## config.mk

```make
export PLATFORM = sky130hd
export DESIGN_NAME = mips_fetch_unit
export DESIGN_NICKNAME = d
export VERILOG_FILES = /design/src/rtl/mips_pkg.sv /design/src/rtl/mips_fetch_fifo.sv /design/src/rtl/mips_fetch_unit.sv
export SDC_FILE = /design/constraint.sdc
export NUM_CORES = 1
export LEC_CHECK = 0
export CAP_MARGIN = 20
export CORE_MARGIN = 2
export CORE_UTILIZATION = 51
export CTS_CLUSTER_SIZE = 14
export DETAILED_ROUTE_END_ITERATION = 12
export PLACE_DENSITY = 0.81
export SKIP_LAST_GASP = 1
export SYNTH_ARGS = -nofsm -noshare
export SYNTH_HDL_FRONTEND = slang
export SYNTH_HIERARCHICAL = 1
export SYNTH_SLANG_ARGS = --single-unit
```

## constraint.sdc

```tcl
create_clock -name clk -period 3.8 [get_ports clk]
set_input_delay 0.76 -clock clk [delete_from_list [all_inputs] [get_ports clk]]
set_output_delay 0.76 -clock clk [all_outputs]
set_load 0.02 [all_outputs]
```

## src/rtl/mips_pkg.sv

```systemverilog
// Shared types and constants for the MIPS instruction fetch slice.
package mips_pkg;

    localparam int          INSTR_W = 32;
    localparam logic [31:0] PC_STEP = 32'd4;

    typedef enum logic [1:0] {IDLE, WAIT, DISCARD} fetch_state_t;

    typedef struct packed {
        logic [31:0]        pc;
        logic [INSTR_W-1:0] instr;
    } fetch_entry_t;

    function automatic logic [31:0] word_align(input logic [31:0] a);
        return a & ~32'h3;
    endfunction

endpackage

```

## src/rtl/mips_fetch_fifo.sv

```systemverilog
// Prefetch FIFO of {pc, instr} entries; flush empties it in one cycle.
module mips_fetch_fifo
    import mips_pkg::*;
#(
    parameter int DEPTH = 4,
    localparam int AW = $clog2(DEPTH)
) (
    input  logic         clk,
    input  logic         rst,
    input  logic         push,
    input  logic         pop,
    input  logic         flush,
    input  fetch_entry_t din,
    output fetch_entry_t dout,
    output logic         full,
    output logic         empty,
    output logic [AW:0]  count
);

    logic [AW-1:0] rd_ptr, wr_ptr;
    logic          wr_en, rd_en;
    fetch_entry_t  mem [DEPTH];

    assign full  = (count == (AW+1)'(DEPTH));
    assign empty = (count == '0);
    // A full FIFO may still take a push when the head leaves in the same cycle.
    assign wr_en = push && !flush && (!full || pop);
    assign rd_en = pop && !empty && !flush;
    assign dout  = empty ? '0 : mem[rd_ptr];

    always_ff @(posedge clk or negedge rst) begin
        if (!rst) begin
            rd_ptr <= '0;
            wr_ptr <= '0;
            count  <= '0;
        end else if (flush) begin
            rd_ptr <= '0;
            wr_ptr <= '0;
            count  <= '0;
        end else begin
            if (wr_en) wr_ptr <= wr_ptr + AW'(1);
            if (rd_en) rd_ptr <= rd_ptr + AW'(1);
            count <= count + (AW+1)'(wr_en) - (AW+1)'(rd_en);
        end
    end

    always_ff @(posedge clk) begin
        if (wr_en) mem[wr_ptr] <= din;
    end

endmodule

```

## src/rtl/mips_fetch_unit.sv

```systemverilog
// Instruction fetch stage: single-outstanding imem reads into a prefetch FIFO.
// Define MIPS_FETCH_STATS_EN to add fetch_count / discard_count outputs.
module mips_fetch_unit
    import mips_pkg::*;
#(
    parameter logic [31:0] RESET_PC   = 32'h0000_0000,
    parameter int          FIFO_DEPTH = 4
) (
    input  logic               clk,
    input  logic               rst,
    output logic               imem_req,
    output logic [31:0]        imem_addr,
    input  logic               imem_ack,
    input  logic [INSTR_W-1:0] imem_rdata,
    output logic               instr_valid,
    output logic [INSTR_W-1:0] instr,
    output logic [31:0]        instr_pc,
    input  logic               instr_ready,
    input  logic               redirect,
    input  logic [31:0]        redirect_pc
`ifdef MIPS_FETCH_STATS_EN
    ,
    output logic [31:0]        fetch_count,
    output logic [31:0]        discard_count
`endif
);

    localparam int CW = $clog2(FIFO_DEPTH) + 1;

    fetch_state_t  state;
    logic [31:0]   pc, rpc_al;
    logic [CW-1:0] fifo_count, occ_next;
    logic          fifo_full, fifo_empty;
    fetch_entry_t  head;
    logic          acked, push, pop, issue;

    assign rpc_al      = word_align(redirect_pc);
    assign instr_valid = !fifo_empty;
    assign instr       = head.instr;
    assign instr_pc    = head.pc;
    assign pop         = instr_valid && instr_ready;
    assign acked       = (state == WAIT) && imem_ack;
    assign push        = acked && !redirect;

    // Occupancy after this cycle's push/pop/flush decides whether to keep requesting.
    always_comb begin
        occ_next = fifo_count;
        if (redirect) occ_next = '0;
        else          occ_next = fifo_count + CW'(push) - CW'(pop);
    end
    assign issue = (occ_next < CW'(FIFO_DEPTH));

    mips_fetch_fifo #(.DEPTH(FIFO_DEPTH)) u_fifo (
        .clk   (clk),
        .rst   (rst),
        .push  (push),
        .pop   (pop),
        .flush (redirect),
        .din   ('{pc: pc, instr: imem_rdata}),
        .dout  (head),
        .full  (fifo_full),
        .empty (fifo_empty),
        .count (fifo_count)
    );

    always_ff @(posedge clk or negedge rst) begin
        if (!rst) begin
            state     <= IDLE;
            pc        <= RESET_PC;
            imem_req  <= 1'b0;
            imem_addr <= RESET_PC;
        end else begin
            case (state)
                IDLE: begin
                    if (redirect) begin
                        pc        <= rpc_al;
                        imem_addr <= rpc_al;
                        imem_req  <= 1'b1;
                        state     <= WAIT;
                    end else if (issue) begin
                        imem_addr <= pc;
                        imem_req  <= 1'b1;
                        state     <= WAIT;
                    end
                end
                WAIT: begin
                    if (redirect) begin
                        pc <= rpc_al;
                        if (imem_ack) begin
                            imem_addr <= rpc_al;
                            imem_req  <= issue;
                            state     <= issue ? WAIT : IDLE;
                        end else begin
                            // Request must stay stable; its data is dropped on ack.
                            state <= DISCARD;
                        end
                    end else if (imem_ack) begin
                        pc        <= pc + PC_STEP;
                        imem_addr <= pc + PC_STEP;
                        imem_req  <= issue;
                        state     <= issue ? WAIT : IDLE;
                    end
                end
                DISCARD: begin
                    if (imem_ack) begin
                        pc        <= redirect ? rpc_al : pc;
                        imem_addr <= redirect ? rpc_al : pc;
                        state     <= WAIT;
                    end else if (redirect) begin
                        pc <= rpc_al;
                    end
                end
                default: state <= IDLE;
            endcase
        end
    end

`ifdef MIPS_FETCH_STATS_EN
    logic        drop;
    logic [32:0] fsum, dsum;

    assign drop = imem_ack && (((state == WAIT) && redirect) || (state == DISCARD));
    assign fsum = {1'b0, fetch_count} + 33'(acked);
    assign dsum = {1'b0, discard_count} + 33'({CW{redirect}} & fifo_count) + 33'(drop);

    always_ff @(posedge clk or negedge rst) begin
        if (!rst) begin
            fetch_count   <= '0;
            discard_count <= '0;
        end else begin
            fetch_count   <= fsum[32] ? '1 : fsum[31:0];
            discard_count <= dsum[32] ? '1 : dsum[31:0];
        end
    end
`endif

endmodule

```

Run 1, layout detail:
Bar = 5 µm. Window x 121 to 141, y 121 to 141 µm. Cells in gray, sequential cells in the stronger gray; small squares are vias.
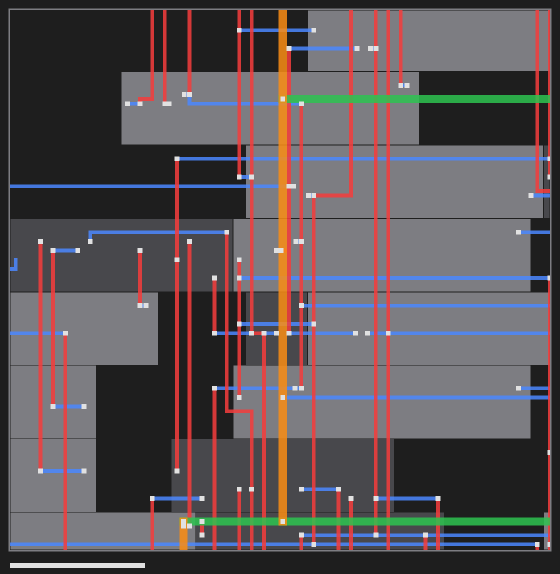
color	layer
red	metal 2
blue	metal 1
green	metal 3
orange	metal 4
cells with their middle in the window	11
most frequent	edfxtp_1 (7), mux4_2 (2)
netlist names of flops here include	u_fifo/mem (7)
sequential cells in the window	7

Run 1, congestion heat map:
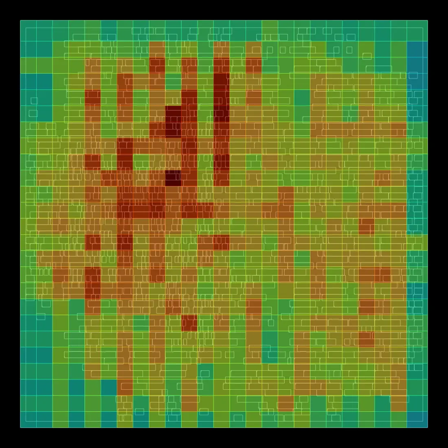
gr usage total: 21.9%
met1 Use GR: 30.8%
grt met3 use: 3.52%

Run 1, the metal 1 layer:
Bar = 50 µm. Cells faint in the background.
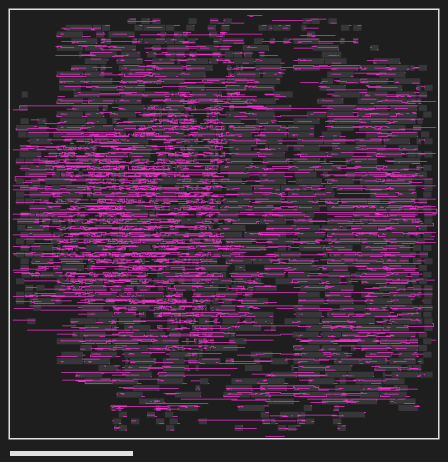
nets with wire on the layer	1125
wire length on this layer	14100 µm
longest straight run	52.0 µm
via count: 9489
drt total wl: 33400 µm

==> flow_summary.toml, run 1 <==
# physical design summary
[status]
run_status = "complete, no violations"

[power_and_ir_drop]
pwr-share-clk_pct = 34.5
p_per_area_mw_per_mm2 = 542
internal_power_mw = 7.07

[clocking]
hold_buffers = 0
path_clk_slew_ps = 60
cts_buffers = 36
clk_root_buffer_cell = "clkbuf_16"

[worst_setup_path]
worst-setup-path-type = "reg -> out"
slowest_stage = "dfrtp_4"
critPathBufInv = 2
cpLargestDelayFamily = "buffers and inverters"
crit_required_ps = 3040
max_stage_delay_ps = 580

[synth]
top_cell = "edfxtp_1"
ys_cells = 1015
syn_avg_cell_area_um2 = 14.6
ys_sh_aoi_pct = 8.06
yosys-stat-area_mm2 = 0.0148
ys.flop_type = "edfxtp_1"
synth_cell_types = 67

[final_layout]
layout-drive-gt1-share_pct = 15.6
area_growth_pct = 21.6
fill_cells = 2058
layout_top_cells_excl_fill_tap = "edfxtp_1, clkdlybuf4s50_1, dfrtp_1"
final_nets = 1248
num_antenna_cells = 0

[detailed_routing]
vias_per_cell = 6.01
drtPass1Iterations = 5
drt_iter0_drc = 882

[timing]
max-slew-margin-rel_pct = 30.6
whs_ps = 352
finalSetupViolations = 0
rsz0062_at_grt = "false"

[floorplan]
ios = 167
coreArea_mm2 = 0.0287

[global_route]
grt_max_degree = 68
grt_overflow = 0

[flow_run]
maxCapViolCount = 0

[min_path]
hold_class = "in -> async"
[run 1: sequential cells by signal, indices dropped and copies added (netlist names)]
register       cells
imem_req           1
u_fifo/wr_ptr      2
pc                32
u_fifo/mem       256
u_fifo/rd_ptr      2
imem_addr         32
state              2
u_fifo/count       3
[run 1: routing by layer]
layer	vias to the layer above	track usage (%)	wire, µm
met4	0	6.49	767
li1	4270	-	-
met2	422	35.7	16100
met5	-	0	0
met3	60	3.52	2510
met1	4737	30.8	14100
[run 1: final timing paths]
kind,startpoint,end,slack [ps],cells past startpoint
min in group clk,imem_addr[24],imem_addr[24],490,2
hold reg to reg,imem_addr[24],imem_addr[24],490,2
max in group asynchronous,rst,imem_addr[26],2740,2
hold / removal,rst,imem_addr[16],350,1
setup / recovery,u_fifo/rd_ptr[0],instr[2],370,4
setup reg to reg,state[0],imem_addr[31],900,6
[run 1: power groups by stage]
stage | Sequential (mW) | Clock [mW] | Combinational, mW
floorplan | 4.71 | 0 | 0.953
global placement | 4.74 | 0 | 1.64
detailed placement | 4.77 | 0 | 1.68
CTS | 4.70 | 3.43 | 1.69
global route | 4.75 | 3.58 | 1.82
finish | 4.70 | 3.37 | 1.69
[run 1: stage by stage]
| step | power (mW) | worst slack (ps) | util, % |
|---|---|---|---|
| final | 9.76 | 366 | 62.8 |
| after global routing | 10.2 | 251 | 62.8 |
| after CTS | 9.82 | 317 | 62.8 |
| after detailed placement | 6.45 | 296 | 58.8 |
| after global placement | 6.38 | 335 | 58.8 |
| after floorplan | 5.67 | 4.73 | - |
[run 1: final cells by class]
class,instances,area share (%)
Sequential cell,330,52.9
Multi-Input combinational cell,584,27.0
Timing Repair Buffer,187,10.4
Clock buffer,53,5.68
Tap cell,384,2.66
Clock inverter,12,0.736
Inverter,30,0.625
Run 1, routed metal, one color a layer:
Bar = 50 µm. Only two layers are drawn.
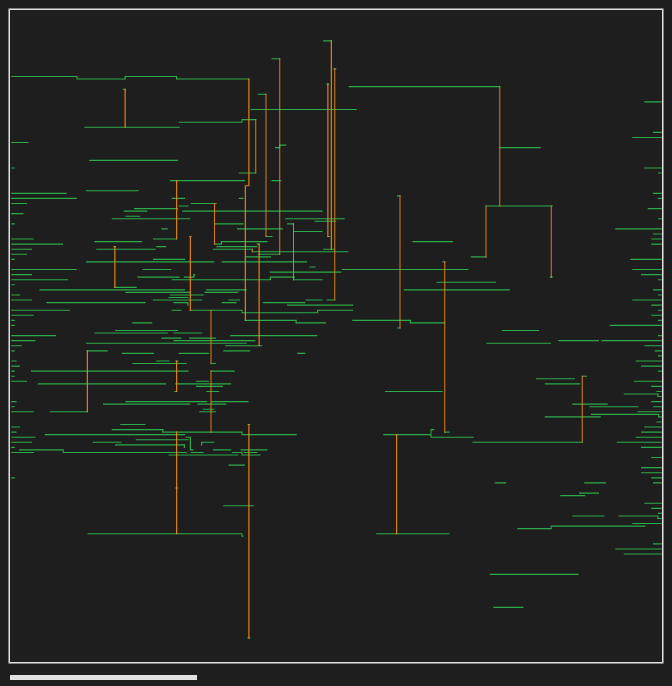

==> run 2, diff against run 1 <==
SYNTH_HIERARCHICAL = not set   (was 1)
Run 2, routed metal, one color a layer:
Bar = 50 µm. Only two layers are drawn.
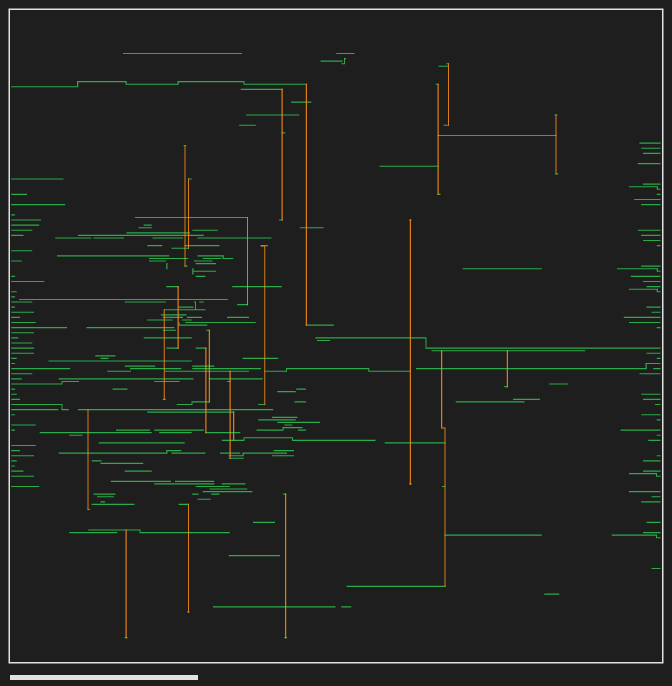
color	layer	wire length
orange	metal 4	653 µm
green	metal 3	2270 µm
drt total wl: 32200 µm
WL per Instance: 21.1 µm
gr usage total: 21.6%

==> flow_summary.toml, run 2 <==
# physical design summary
[status]
run_status = "complete, no violations"

[final_layout]
largestRegisters = "u_fifo.mem (256), imem_addr (32), pc (32)"
layout_top_cells_excl_fill_tap = "edfxtp_1, clkdlybuf4s50_1, dfrtp_1"
area_growth_pct = 22.6
num_antenna_cells = 0
regMostFlops = "u_fifo.mem"
largest_reg_flops = 256
layout-drive-gt1-share_pct = 16.1
final_nets = 1199

[timing]
setup_ws_ps = 338
max-slew-margin-rel_pct = 33.9
rsz0062_at_grt = "false"
finalSetupViolations = 0
whs_ps = 413

[detailed_routing]
drt-met1-wl_um = 13300
vias_per_cell = 5.93
highest_layer = "met4"
dr_wl_met3_um = 2270
route.met2.wl_um = 15900
num_vias = 9033
drt_iter0_drc = 987
drtPass1Iterations = 6

[power_and_ir_drop]
p_seq_mw = 5.25
p_per_area_mw_per_mm2 = 742
pg_comb_mw = 4.54
pg_clk_mw = 3.45
internal_power_mw = 8.86

[global_route]
grt.busiest_layer = "met2"
grt_max_degree = 75
grtUsageMet1_pct = 29.8
use_met3_pct = 4.18
grt_overflow = 0
use_met2_pct = 35.3

[synth]
yosys-stat-area_mm2 = 0.0146
syn_avg_cell_area_um2 = 15.1
synth_cell_types = 72
ys_cells = 963
ys.flop_type = "edfxtp_1"

[floorplan]
ios = 167
fp-utilization_pct = 52.2
coreArea_mm2 = 0.0279

[flow_run]
maxCapViolCount = 0

[placement]
io_buffers = 164
place_ws_ps = 349

[min_path]
hold_class = "in -> async"

[clocking]
path_clk_slew_ps = 60
cts_buffers = 36
clk_root_buffer_cell = "clkbuf_16"

[worst_setup_path]
crit_required_ps = 3040
worst-setup-path-type = "reg -> out"
Run 2, layout detail:
Bar = 5 µm. Window x 120 to 140, y 120 to 140 µm. Cells in gray, sequential cells in the stronger gray; small squares are vias.
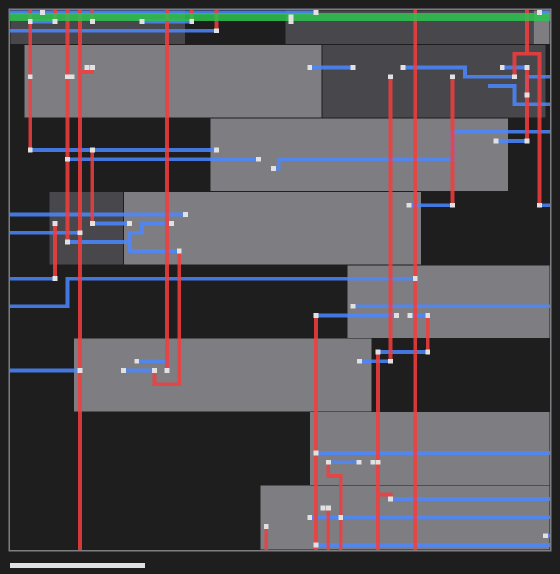

## run 2: netlist changes by cell type after synthesis, sizes merged, moves of 6 or more
cell / before / now
o22ai: 2 / 10
a211oi: 11 / 0
inv: 30 / 19
and2: 11 / 73
nand3: 26 / 32
mux2: 25 / 19
nor3: 23 / 8
nor2b: 69 / 10
o31ai: 3 / 11
nor2: 40 / 48
clkbuf: 44 / 34
mux2i: 25 / 19
buf: 27 / 36
a31oi: 20 / 7
## run 2: final timing paths
| check | depth (start not counted) | from | slack, ps | to |
|---|---|---|---|---|
| min in group clk | 1 | imem_addr[26] | 490 | imem_addr[26] |
| worst max register to register | 11 | u_fifo.count[1] | 670 | imem_addr[16] |
| max in group asynchronous | 1 | rst | 2640 | u_fifo.rd_ptr[0] |
| worst max-delay path | 4 | u_fifo.rd_ptr[0] | 340 | instr_pc[7] |
| worst min register to register | 1 | imem_addr[26] | 490 | imem_addr[26] |
| worst min-delay path | 1 | rst | 410 | imem_addr[2] |
## run 2: kinds of logic after synthesis
family,share of synthesized area [%]
fa+ha+maj,0.910
flops,65.5
mux,12.7
buf+inv,2.82
simple gates,10.8
compound gates,6.62
xor+xnor,0.695
## run 2: layout make-up
cell class	instances	area, µm²
well taps	378	473
clock inverters	17	214
multi-input cells	544	4630
clock buffers	47	963
fillers	2034	10100
inverters	19	71.3
repair buffers	189	1960
flip-flops and latches	330	9540
## run 2: worst max-delay path, stage by stage (launching register included)
cell and delay (ps):
dfrtp_4 640, buf_12 270, mux4_2 550, and2_1 190, clkdlybuf4s50_1 540
## run 2: metrics by stage
stage | util, % | cell area, µm²
6_report | 63.9 | 17900
3_3_place_gp | 59.7 | 16700
4_1_cts | 63.9 | 17900
3_5_place_dp | 59.7 | 16700
5_1_grt | 63.9 | 17900
2_1_floorplan | - | 14600
Run 2, wiring heat map:
The die is cut into 35 by 35 equal tiles; white is low, dark blue is high, scaled to the fullest tile. Values are wire area over tile area, all layers added.
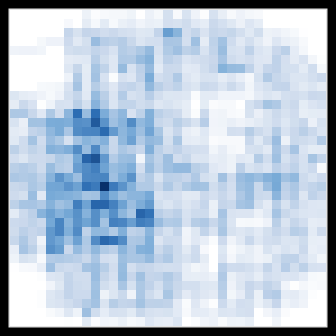

==> run 3, diff against run 2 <==
REMOVE_ABC_BUFFERS = 1   (was not set)
Run 3, wiring heat map:
The die is cut into 35 by 35 equal tiles; white is low, dark blue is high, scaled to the fullest tile. Values are wire area over tile area, all layers added.
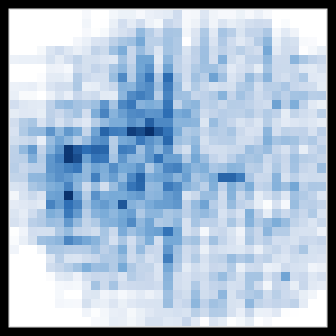
emptiest ninth of the die	north-west
tiles over half the peak	13%
nearly empty tiles	11%
fullest tile	0.65
mean over tiles	0.18
via count: 9009
drt total wl: 33200 µm
WL per Instance: 21.8 µm

Run 3, layout detail:
Bar = 5 µm. Window x 120 to 140, y 120 to 140 µm. Cells in gray, sequential cells in the stronger gray; small squares are vias.
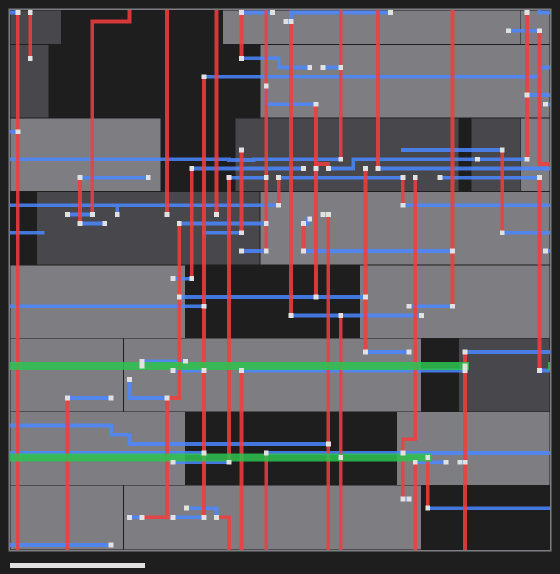

==> flow_summary.toml, run 3 <==
# physical design summary
[worst_setup_path]
r2r_start = "u_fifo.count[1]"
crit_end = "instr_pc[30]"
crit_required_ps = 3040
rr_worst_depth = 11
crit_start = "u_fifo.rd_ptr[0]"
max_stage_delay_ps = 740
r2r-end = "imem_addr[25]"
cp_cell_sequence = "buf_12 > mux4_2 > and2_1 > clkdlybuf4s50_1"
slowest_stage = "dfrtp_4"
rrSetupSlack_ps = 720

[synth]
ys_cells = 963
yosys-stat-area_mm2 = 0.0146
synth_cell_types = 72
syn_avg_cell_area_um2 = 15.1
ys.flop_type = "edfxtp_1"

[clocking]
clk_root_buffer_cell = "clkbuf_16"

[placement]
place_area_mm2 = 0.0167
io_buffers = 164
place_ws_ps = 402

[timing]
finalSetupViolations = 0
whs_ps = 385
setup_ws_ps = 249
max-slew-margin-rel_pct = 33.8
rsz0062_at_grt = "false"

[global_route]
use_met2_pct = 36.6
grt_overflow = 0
track_usage_pct = 22.2
grtUsageMet1_pct = 30.1
use_met3_pct = 3.98
grt.busiest_layer = "met2"
grt_max_degree = 75

[power_and_ir_drop]
internal_power_mw = 8.84
pg_clk_mw = 3.42
p_seq_mw = 5.31
pg_comb_mw = 4.53

[final_layout]
final_nets = 1197
largestRegisters = "u_fifo.mem (256), imem_addr (32), pc (32)"
seqCellArea_mm2 = 0.00954
fill_cells = 2011
regMostFlops = "u_fifo.mem"
logic_area_mm2 = 0.00463
num_antenna_cells = 0
final_cell_area_mm2 = 0.0178

[status]
run_status = "complete, no violations"

[floorplan]
fp-utilization_pct = 52.2
ios = 167

[detailed_routing]
vias_per_cell = 5.92
-- run 3: cell counts after synthesis --
Identical to the previous run, type by type.
-- run 3: worst min path at each step --
stage | startpoint | to | cells after the start
6_report | rst | imem_addr[28] | 1
5_1_grt | rst | imem_addr[23] | 1
4_1_cts | rst | imem_addr[28] | 1
3_5_place_dp | imem_addr[26] | imem_addr[26] | 1
3_3_place_gp | imem_addr[26] | imem_addr[26] | 1
2_1_floorplan | rst | imem_addr[0] | 0
-- run 3: logic make-up (layout without fill, tap and decap cells) --
family,after synthesis,count (layout),synth area share (%)
AOI/OAI and AO/OA,153,153,6.62
xor gates and xnor gates,10,10,0.695
adders and majority gates,10,10,0.910
buffers and inverters,89,269,2.82
DFF,330,330,65.5
muxes,102,102,12.7
and+or+nand+nor,269,269,10.8
-- run 3: final cells by class --
cell class	count	share of cell area, %
inverter	19	0.400
clock inverter	17	1.19
tap	378	2.65
clock buffer	44	5.27
timing repair buffer	189	11.0
sequential	330	53.5
multi-input combinational	544	26.0
-- run 3: stage by stage --
step           setup TNS (ps)  util (%)
2_1_floorplan          -27880         -
3_3_place_gp                0      59.7
3_5_place_dp                0      59.7
4_1_cts                     0      63.8
5_1_grt                     0      63.8
6_report                    0      63.8
-- run 3: routing by layer --
| metal | up-vias | share of wire (%) |
|---|---|---|
| li1 | 4030 | - |
| met1 | 4560 | 41 |
| met2 | 359 | 49 |
| met3 | 58 | 6.6 |
| met4 | 2 | 3.1 |
| met5 | - | 0.039 |
-- run 3: critical path: cells and delay by family (launching register included) --
kind | cells | cell delay (ps)
buffers and inverters | 2 | 840
DFF | 1 | 740
muxes | 1 | 530
and+or+nand+nor | 1 | 180
Power and IR drop assume default switching activity.
